Register map, names as in the netlist:
Drawn at 3 px/um.
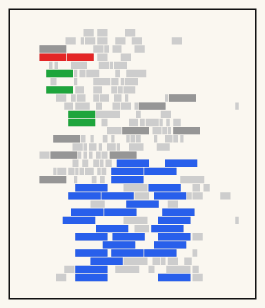
Routing congestion map:
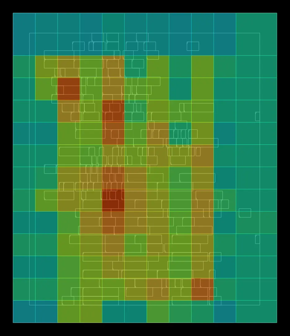
Selected gate families:
Drawn at 3 px/um.
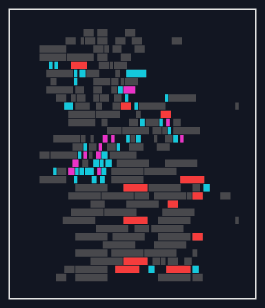
Ports around the boundary:
Drawn at 4 px/um. Pins as bars across the die edge, other pins in grey.
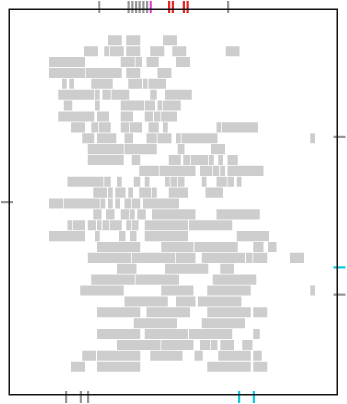
A small window of the routed layout:
Window x 28 to 53, y 16 to 41 um. Cells in grey, sequential cells in the stronger grey; small squares are vias.
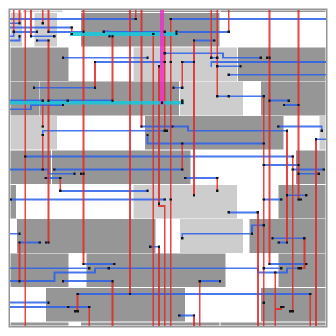
File: src/rtl/c_d_buffer_pkg.sv
`default_nettype none
// ============================================================================
//  Module   : hierIncludeCInclude_package
//  Purpose  : Shared types and constants for the hierInclude C hierarchy.
//             Holds the d-word type, the C occupancy state type and the
//             occupancy-state encodings used by c_d_buffer.
//  Revision : 1.0  initial release of c_d_buffer support constants
// ============================================================================
package hierIncludeCInclude_package;

  localparam int D_SIZE         = 3;
  localparam int C_ANOTHER_SIZE = 10;

  typedef logic [D_SIZE-1:0] dT;
  typedef logic [3:0]        cStateT;

  localparam cStateT C_BUF_IDLE   = 4'd0;
  localparam cStateT C_BUF_ACTIVE = 4'd1;
  localparam cStateT C_BUF_FULL   = 4'd2;
  localparam cStateT C_BUF_FLUSH  = 4'd3;

  // Occupancy state implied by a given entry count
  function automatic cStateT cBufStateFromCount(input int unsigned cnt,
                                                input int unsigned depth);
    cStateT s;
    if (cnt == 0)            s = C_BUF_IDLE;
    else if (cnt >= depth)   s = C_BUF_FULL;
    else                     s = C_BUF_ACTIVE;
    return s;
  endfunction

endpackage
`default_nettype wire

File: src/rtl/c_d_buffer_ptr.sv
`default_nettype none
// ============================================================================
//  Module   : c_buf_ptr
//  Purpose  : Circular index for a DEPTH-entry store. Advances on inc, wraps
//             from DEPTH-1 to 0 explicitly so non-power-of-2 depths work.
//             clr has priority over inc.
//  Revision : 1.0  initial release
// ============================================================================
module c_buf_ptr #(
  parameter int DEPTH = 10
) (
  input  logic                     clk,
  input  logic                     rst_n,
  input  logic                     inc,
  input  logic                     clr,
  output logic [$clog2(DEPTH)-1:0] ptr
);

  localparam int PTR_W = $clog2(DEPTH);
  localparam logic [PTR_W-1:0] C_LAST = PTR_W'(DEPTH - 1);

  logic [PTR_W-1:0] r_ptr;

  // Pointer register: clear, or advance with explicit wrap at the last entry
  always_ff @(posedge clk or negedge rst_n) begin
    if (!rst_n) begin
      r_ptr <= '0;
    end else if (clr) begin
      r_ptr <= '0;
    end else if (inc) begin
      r_ptr <= (r_ptr == C_LAST) ? '0 : r_ptr + 1'b1;
    end
  end

  assign ptr = r_ptr;

endmodule
`default_nettype wire

File: src/rtl/c_d_buffer.sv
`default_nettype none
// ============================================================================
//  Module   : c_d_buffer
//  Purpose  : DEPTH-entry first-word-fall-through buffer of d-words with
//             valid/ready on both sides, synchronous flush, almost-full flag
//             and an exported cStateT occupancy state.
//  Options  : C_D_BUFFER_HWM_EN - adds the hwm (high-water mark) port.
//  Revision : 1.0  initial release
// ============================================================================
module c_d_buffer
  import hierIncludeCInclude_package::*;
#(
  parameter int WIDTH        = D_SIZE,
  parameter int DEPTH        = C_ANOTHER_SIZE,
  parameter int AFULL_THRESH = DEPTH - 2
) (
  input  logic                       clk,
  input  logic                       rst_n,
  input  logic                       push_valid,
  output logic                       push_ready,
  input  logic [WIDTH-1:0]           push_data,
  output logic                       pop_valid,
  input  logic                       pop_ready,
  output logic [WIDTH-1:0]           pop_data,
  input  logic                       flush,
  output logic [$clog2(DEPTH+1)-1:0] count,
  output logic                       almost_full,
  output cStateT                     state
`ifdef C_D_BUFFER_HWM_EN
  ,
  output logic [$clog2(DEPTH+1)-1:0] hwm
`endif
);

  localparam int CNT_W = $clog2(DEPTH+1);
  localparam int PTR_W = $clog2(DEPTH);
  localparam logic [CNT_W-1:0] C_FULL_CNT  = CNT_W'(DEPTH);
  localparam logic [CNT_W-1:0] C_AFULL_CNT = CNT_W'(AFULL_THRESH);

  logic [WIDTH-1:0] r_mem [DEPTH];
  logic [PTR_W-1:0] w_rdPtr;
  logic [PTR_W-1:0] w_wrPtr;
  logic [CNT_W-1:0] r_count;
  logic [CNT_W-1:0] w_nextCount;
  logic             r_almostFull;
  cStateT           r_state;
  logic             w_pushFire;
  logic             w_popFire;
  logic             w_pushTake;
  logic             w_popTake;

  // Handshakes depend on registered state only, so no ready-to-ready path
  assign push_ready = (r_state != C_BUF_FULL) && (r_state != C_BUF_FLUSH);
  assign pop_valid  = (r_count != '0) && (r_state != C_BUF_FLUSH);
  assign w_pushFire = push_valid && push_ready;
  assign w_popFire  = pop_valid && pop_ready;

  // A flush swallows any transfer in the same cycle; the count guard keeps
  // a corrupted state encoding from ever overrunning the store
  assign w_pushTake = w_pushFire && !flush && (r_count != C_FULL_CNT);
  assign w_popTake  = w_popFire && !flush;

  // Occupancy after this cycle's transfers
  always_comb begin
    w_nextCount = r_count;
    if (flush) begin
      w_nextCount = '0;
    end else if (w_pushTake && !w_popTake) begin
      w_nextCount = r_count + 1'b1;
    end else if (w_popTake && !w_pushTake) begin
      w_nextCount = r_count - 1'b1;
    end
  end

  c_buf_ptr #(.DEPTH(DEPTH)) u_rdPtr (
    .clk   (clk),
    .rst_n (rst_n),
    .inc   (w_popTake),
    .clr   (flush),
    .ptr   (w_rdPtr)
  );

  c_buf_ptr #(.DEPTH(DEPTH)) u_wrPtr (
    .clk   (clk),
    .rst_n (rst_n),
    .inc   (w_pushTake),
    .clr   (flush),
    .ptr   (w_wrPtr)
  );

  // Storage array, intentionally not reset
  always_ff @(posedge clk) begin
    if (w_pushTake) begin
      r_mem[w_wrPtr] <= push_data;
    end
  end

  assign pop_data = r_mem[w_rdPtr];

  // Occupancy FSM with registered count and almost-full flag
  always_ff @(posedge clk or negedge rst_n) begin
    if (!rst_n) begin
      r_count      <= '0;
      r_almostFull <= 1'b0;
      r_state      <= C_BUF_IDLE;
    end else begin
      r_count      <= w_nextCount;
      r_almostFull <= (w_nextCount >= C_AFULL_CNT);
      if (flush) begin
        r_state <= C_BUF_FLUSH;
      end else begin
        case (r_state)
          C_BUF_IDLE,
          C_BUF_ACTIVE,
          C_BUF_FULL,
          C_BUF_FLUSH: r_state <= cBufStateFromCount(32'(w_nextCount), DEPTH);
          default:     r_state <= C_BUF_IDLE;
        endcase
      end
    end
  end

  assign count       = r_count;
  assign almost_full = r_almostFull;
  assign state       = r_state;

`ifdef C_D_BUFFER_HWM_EN
  logic [CNT_W-1:0] r_hwm;

  // Peak occupancy since reset; deliberately survives flush
  always_ff @(posedge clk or negedge rst_n) begin
    if (!rst_n) begin
      r_hwm <= '0;
    end else if (w_nextCount > r_hwm) begin
      r_hwm <= w_nextCount;
    end
  end

  assign hwm = r_hwm;
`endif

endmodule
`default_nettype wire

File: config.mk
export PLATFORM = sky130hd
export DESIGN_NAME = c_d_buffer
export DESIGN_NICKNAME = d
export VERILOG_FILES = /design/src/rtl/c_d_buffer_pkg.sv /design/src/rtl/c_d_buffer_ptr.sv /design/src/rtl/c_d_buffer.sv
export SDC_FILE = /design/constraint.sdc
export NUM_CORES = 1
export LEC_CHECK = 0
export CAP_MARGIN = 10
export CORE_ASPECT_RATIO = 1.2
export CORE_MARGIN = 5
export CORE_UTILIZATION = 35
export CTS_BUF_LIST = sky130_fd_sc_hd__clkbuf_8
export CTS_CLUSTER_SIZE = 24
export DETAILED_ROUTE_END_ITERATION = 6
export GPL_TIMING_DRIVEN = 1
export PLACE_DENSITY = 0.63
export SKIP_LAST_GASP = 1
export SYNTH_ARGS = -nofsm -noshare
export SYNTH_HDL_FRONTEND = slang
export SYNTH_SLANG_ARGS = --single-unit
File: constraint.sdc
create_clock -name clk -period 5.4 [get_ports clk]
set_input_delay 0.81 -clock clk [delete_from_list [all_inputs] [get_ports clk]]
set_output_delay 0.81 -clock clk [all_outputs]
set_load 0.1 [all_outputs]
==> notes.md <==
Physical implementation

Summing over the stages, the warning tally comes to 29. After the first detailed-routing iteration, the DRC count stood at 83. The detailed-routing iteration count for the pre-antenna-repair pass is 4.

The end-of-flow timing check tallies setup violations at 0. For this design, the sink count on the clock tree is 45. The row count is 31. The number of cells upsized or downsized after cts is 0.

Detailed routing inserted a total of 1285 vias. The final layout report lists a filler cell count of 554. The power density of the placed cells is 421 nW/um2. The tree is rooted in a clkbuf_8. In the synthesized netlist, the cells that appear most often are edfxtp_1, nor2_1, dfrtp_1, nor3_1, a21oi_1. STA lists the startpoint of the worst hold path as u_wrPtr.ptr[0]. The pre-placement core utilization is 0.359. The synthesized netlist has a Yosys-reported chip area of 2160 um2.

The fraction of synthesized cell area taken by the top area cell type is 0.418. The overall power is 1.05 mW. The final HPWL from detailed placement is 2.78 mm.

The analysis attributes to cell leakage a power of 0.913 nW. The share of the Yosys chip area taken by registers is 0.592. The register-to-register setup slack is 2.88 ns.

Based on the critical path, the design can be clocked at up to 0.255 GHz. The final antenna diode tally reported by the flow is 0. The cell area that synthesis handed to floorplanning was 2160 um2. STA lists the startpoint of the worst register-to-register path as count[0]. Data on the critical path arrives at its endpoint at 3.10 ns. The cell taking the most area after synthesis is edfxtp_1. The wire length recorded after detailed routing is 3.79 mm.

The buffers inserted during post-CTS setup optimization is 0. The slew at the pin closest to its max-slew limit is 0.976 ns. The timing report gives the clock slew at the launch and capture registers of the worst setup and hold paths as 0.08 ns. The instance count of the mapped netlist is 163. The proportion of register bits with asynchronous set or reset after synthesis is 0.333. Setup total negative slack on the finished layout was measured at 0 ns. The post-CTS hold buffer count recorded in the log is 0. The placeable core region is 6010 um2. RePlAce ended its routability-driven mode at a weighted congestion of 0.714.

TritonCTS built the clock tree. Per STA, the startpoint of the critical path is u_rdPtr.ptr[0]. The kind of path behind the tightest hold check is reg2reg. According to the floorplan report, the total die area is 7840 um2.

In this run the count of I/O pins placed on the die edge is 22. The cell count after placement is 254. The most used flip-flop cell after synthesis is edfxtp_1. The count of flip-flops with a built-in enable after synthesis is 30. The via count of the first global-routing pass is 1235. The maximum net fanout on the critical path is 14. Per the slew report, the remaining headroom to the max-slew limit stands at 0.343. Across the routed clock network, the largest skew measured is 0.00737 ns. The average instance area after synthesis is 13.2 um2. The highest supply drop recorded on VDD is 0.000151 V. The share of post-route cells with drive strength above 1 is 0.106. The flow ran to the end, and the final reports show no timing, DRC or antenna violations. The number of antenna violations at the first check in global routing is 0. The final timing report lists a max-slew violation count of 0. Setup repair after global routing left no endpoint under its margin.

The synthesis report lists the most area-consuming cells as edfxtp_1, dfrtp_1, mux4_2, nor2_1, ha_1. In the final design database the tool counted 192 nets. The final hold violation count is 0. The first global-routing pass estimated 6.20 mm of wire.

After synthesis the netlist holds a flip-flop and latch count of 45. The number of cell instances after yosys synthesis is 163. The insertion delay of the later-clocked pin in the worst-skew pair is 0.29 ns. The launching element type of the critical path is a flip-flop.

For the finished layout, the period the worst path requires is 3.91 ns. The per-cell via count in the routed design is 4.90. The most instantiated library cell after synthesis is edfxtp_1.

The data required time of the critical path is 4.59 ns. After global routing the overflow that remains totals 0. The max-cap violation count is 0.

The kind of critical path is reg2out. The area added between synthesis and finish is 15.4%. TritonCTS created 5 clock buffers. Entering global routing, the biggest net connects 17 pins. For this run, design rule violations remaining after detail routing come to 0. The finished layout holds 262 standard cells, fillers aside. Nets still carrying antenna violations after routing amount to 0. Yosys printed 0 warnings. The number of library cell types mapped by synthesis is 42. CTS reports a maximum clock tree buffer depth of 2.

The endpoint type of the worst setup path is an output port. The final timing summary puts the cycle share of the worst path at 0.725. In this run the number of H-tree levels came out at 2.
## Picture notes: 'register map, names as in the netlist'
legend:
  blue:
    name_in_the_netlist: `r_mem`
    flops: 30
  green:
    name_in_the_netlist: `count`
    flops: 4
  red:
    name_in_the_netlist: `state`
    flops: 2
Seq area share: 0.513
post-layout utilization of the core: 0.414
area occupied by registers: 1280 um2
sequential power: 0.425 mW

## Picture notes: 'routing congestion map'
drt wl/cell: 14.5 um
Global Route met2 Usage: 0.173
Global Route met3 Usage: 0.0197
total routing usage reported by global routing: 0.106

## Picture notes: 'selected gate families'
legend:
  magenta:
    family: nand cells
    cells: 11
    most_used: nand2_1
  red:
    family: mux cells
    cells: 12
    most_used: mux4_2
  cyan:
    family: nor cells
    cells: 35
    most_used: nor2_1

## Picture notes: 'ports around the boundary'
legend:
  magenta:
    port: `push_valid`
    pins: 1
    direction: input
    edge: north
  cyan:
    port: `pop_data`
    pins: 3
    direction: output
    edge: 2 south, 1 east
  red:
    port: `count`
    pins: 4
    direction: output
    edge: north
all pins by edge: 13 north, 5 south, 3 east, 1 west
Chip Width: 81.6 um
# port buffers: 19
height of the chip: 96.0 um

## Picture notes: 'a small window of the routed layout'
legend:
  red:
    layer: metal 2
  blue:
    layer: metal 1
  cyan:
    layer: metal 3
  magenta:
    layer: metal 4
most frequent: edfxtp_1 (9), clkbuf_8 (3)
sequential cells in the window: 9
netlist names of flops here include: `r_mem` (9)
cells with their middle in the window: 16

==> kinds of logic (layout without fill, tap and decap cells) <==
| kind of cell | Yosys count | after routing | synth area share |
|---|---|---|---|
| other | 1 | 2 | 0.00174 |
| buffers and inverters | 17 | 33 | 0.0406 |
| AOI/OAI and AO/OA | 26 | 26 | 0.0871 |
| and+or+nand+nor | 53 | 53 | 0.134 |
| muxes | 12 | 12 | 0.0929 |
| DFF | 45 | 45 | 0.592 |
| adders and majority gates | 5 | 5 | 0.0290 |
| xor gates and xnor gates | 4 | 4 | 0.0226 |
==> metal layers <==
layer  vias up  track usage  wire length (um)
met4         0       0.0540                70
met3         4       0.0197                92
met1       632        0.134              1720
met2        23        0.173              1910
li1        626            -                 -
met5         -            0                 0
==> power breakdown <==
part	internal (mW)	switching, mW
clock	0.106	0.115
sequential	0.387	0.0380
combinational	0.128	0.273
total	0.621	0.426
==> state kept, by name, summed over array words and instances (netlist names) <==
name,cells
almost_full,1
r_mem,30
u_rdPtr.ptr,4
count,4
u_wrPtr.ptr,4
state,2
==> final timing paths <==
path / end / cells after the start
max: pop_data[2] / 5
max reg2reg: r_mem[1][1] / 6
min in group asynchronous: u_wrPtr.ptr[2] / 1
min: u_wrPtr.ptr[0] / 2
max in group asynchronous: count[3] / 1
min reg2reg: u_wrPtr.ptr[0] / 2
==> worst max-delay path: stages, from the launching register on <==
cell             delay [ns]
dfrtp_1                0.81
mux4_2                 0.57
nor2b_1                0.14
a211oi_1               0.24
a21oi_1                0.07
clkdlybuf4s50_1        0.98
==> cell usage in the layout (no fill, tap or decap), types with 4 or more instances in the layout <==
master / netlist / final
ha_1: 5 / 5
nand2_1: 6 / 6
inv_1: 6 / 6
clkdlybuf4s50_1: 0 / 19
a21oi_1: 7 / 7
nor2b_1: 4 / 4
mux4_2: 6 / 6
a211oi_1: 6 / 6
dfrtp_1: 15 / 15
nor3_1: 8 / 8
clkbuf_8: 0 / 6
nor2_1: 17 / 17
mux2i_1: 5 / 5
edfxtp_1: 30 / 30
==> per-stage QoR <==
| step | instance area, um2 | utilization | hold slack [ns] | worst slack (ns) |
|---|---|---|---|---|
| 4_1_cts | 2490 | 0.414 | 0.642 | 1.46 |
| 2_1_floorplan | 2160 | - | 0.514 | 1.57 |
| 5_1_grt | 2490 | 0.414 | 0.710 | 1.29 |
| 6_report | 2490 | 0.414 | 0.644 | 1.49 |
| 3_3_place_gp | 2390 | 0.397 | 0.616 | 1.82 |
| 3_5_place_dp | 2390 | 0.397 | 0.623 | 1.79 |
==> layout make-up <==
| type | count | area [um2] | share of cell area |
|---|---|---|---|
| multi-input cells | 102 | 796 | 0.320 |
| inverters | 6 | 22.5 | 0.00905 |
| clock inverters | 2 | 17.5 | 0.00704 |
| well taps | 82 | 103 | 0.0412 |
| repair buffers | 19 | 190 | 0.0765 |
| clock buffers | 6 | 82.6 | 0.0332 |
| flip-flops and latches | 45 | 1280 | 0.513 |
Power and IR drop assume default switching activity.
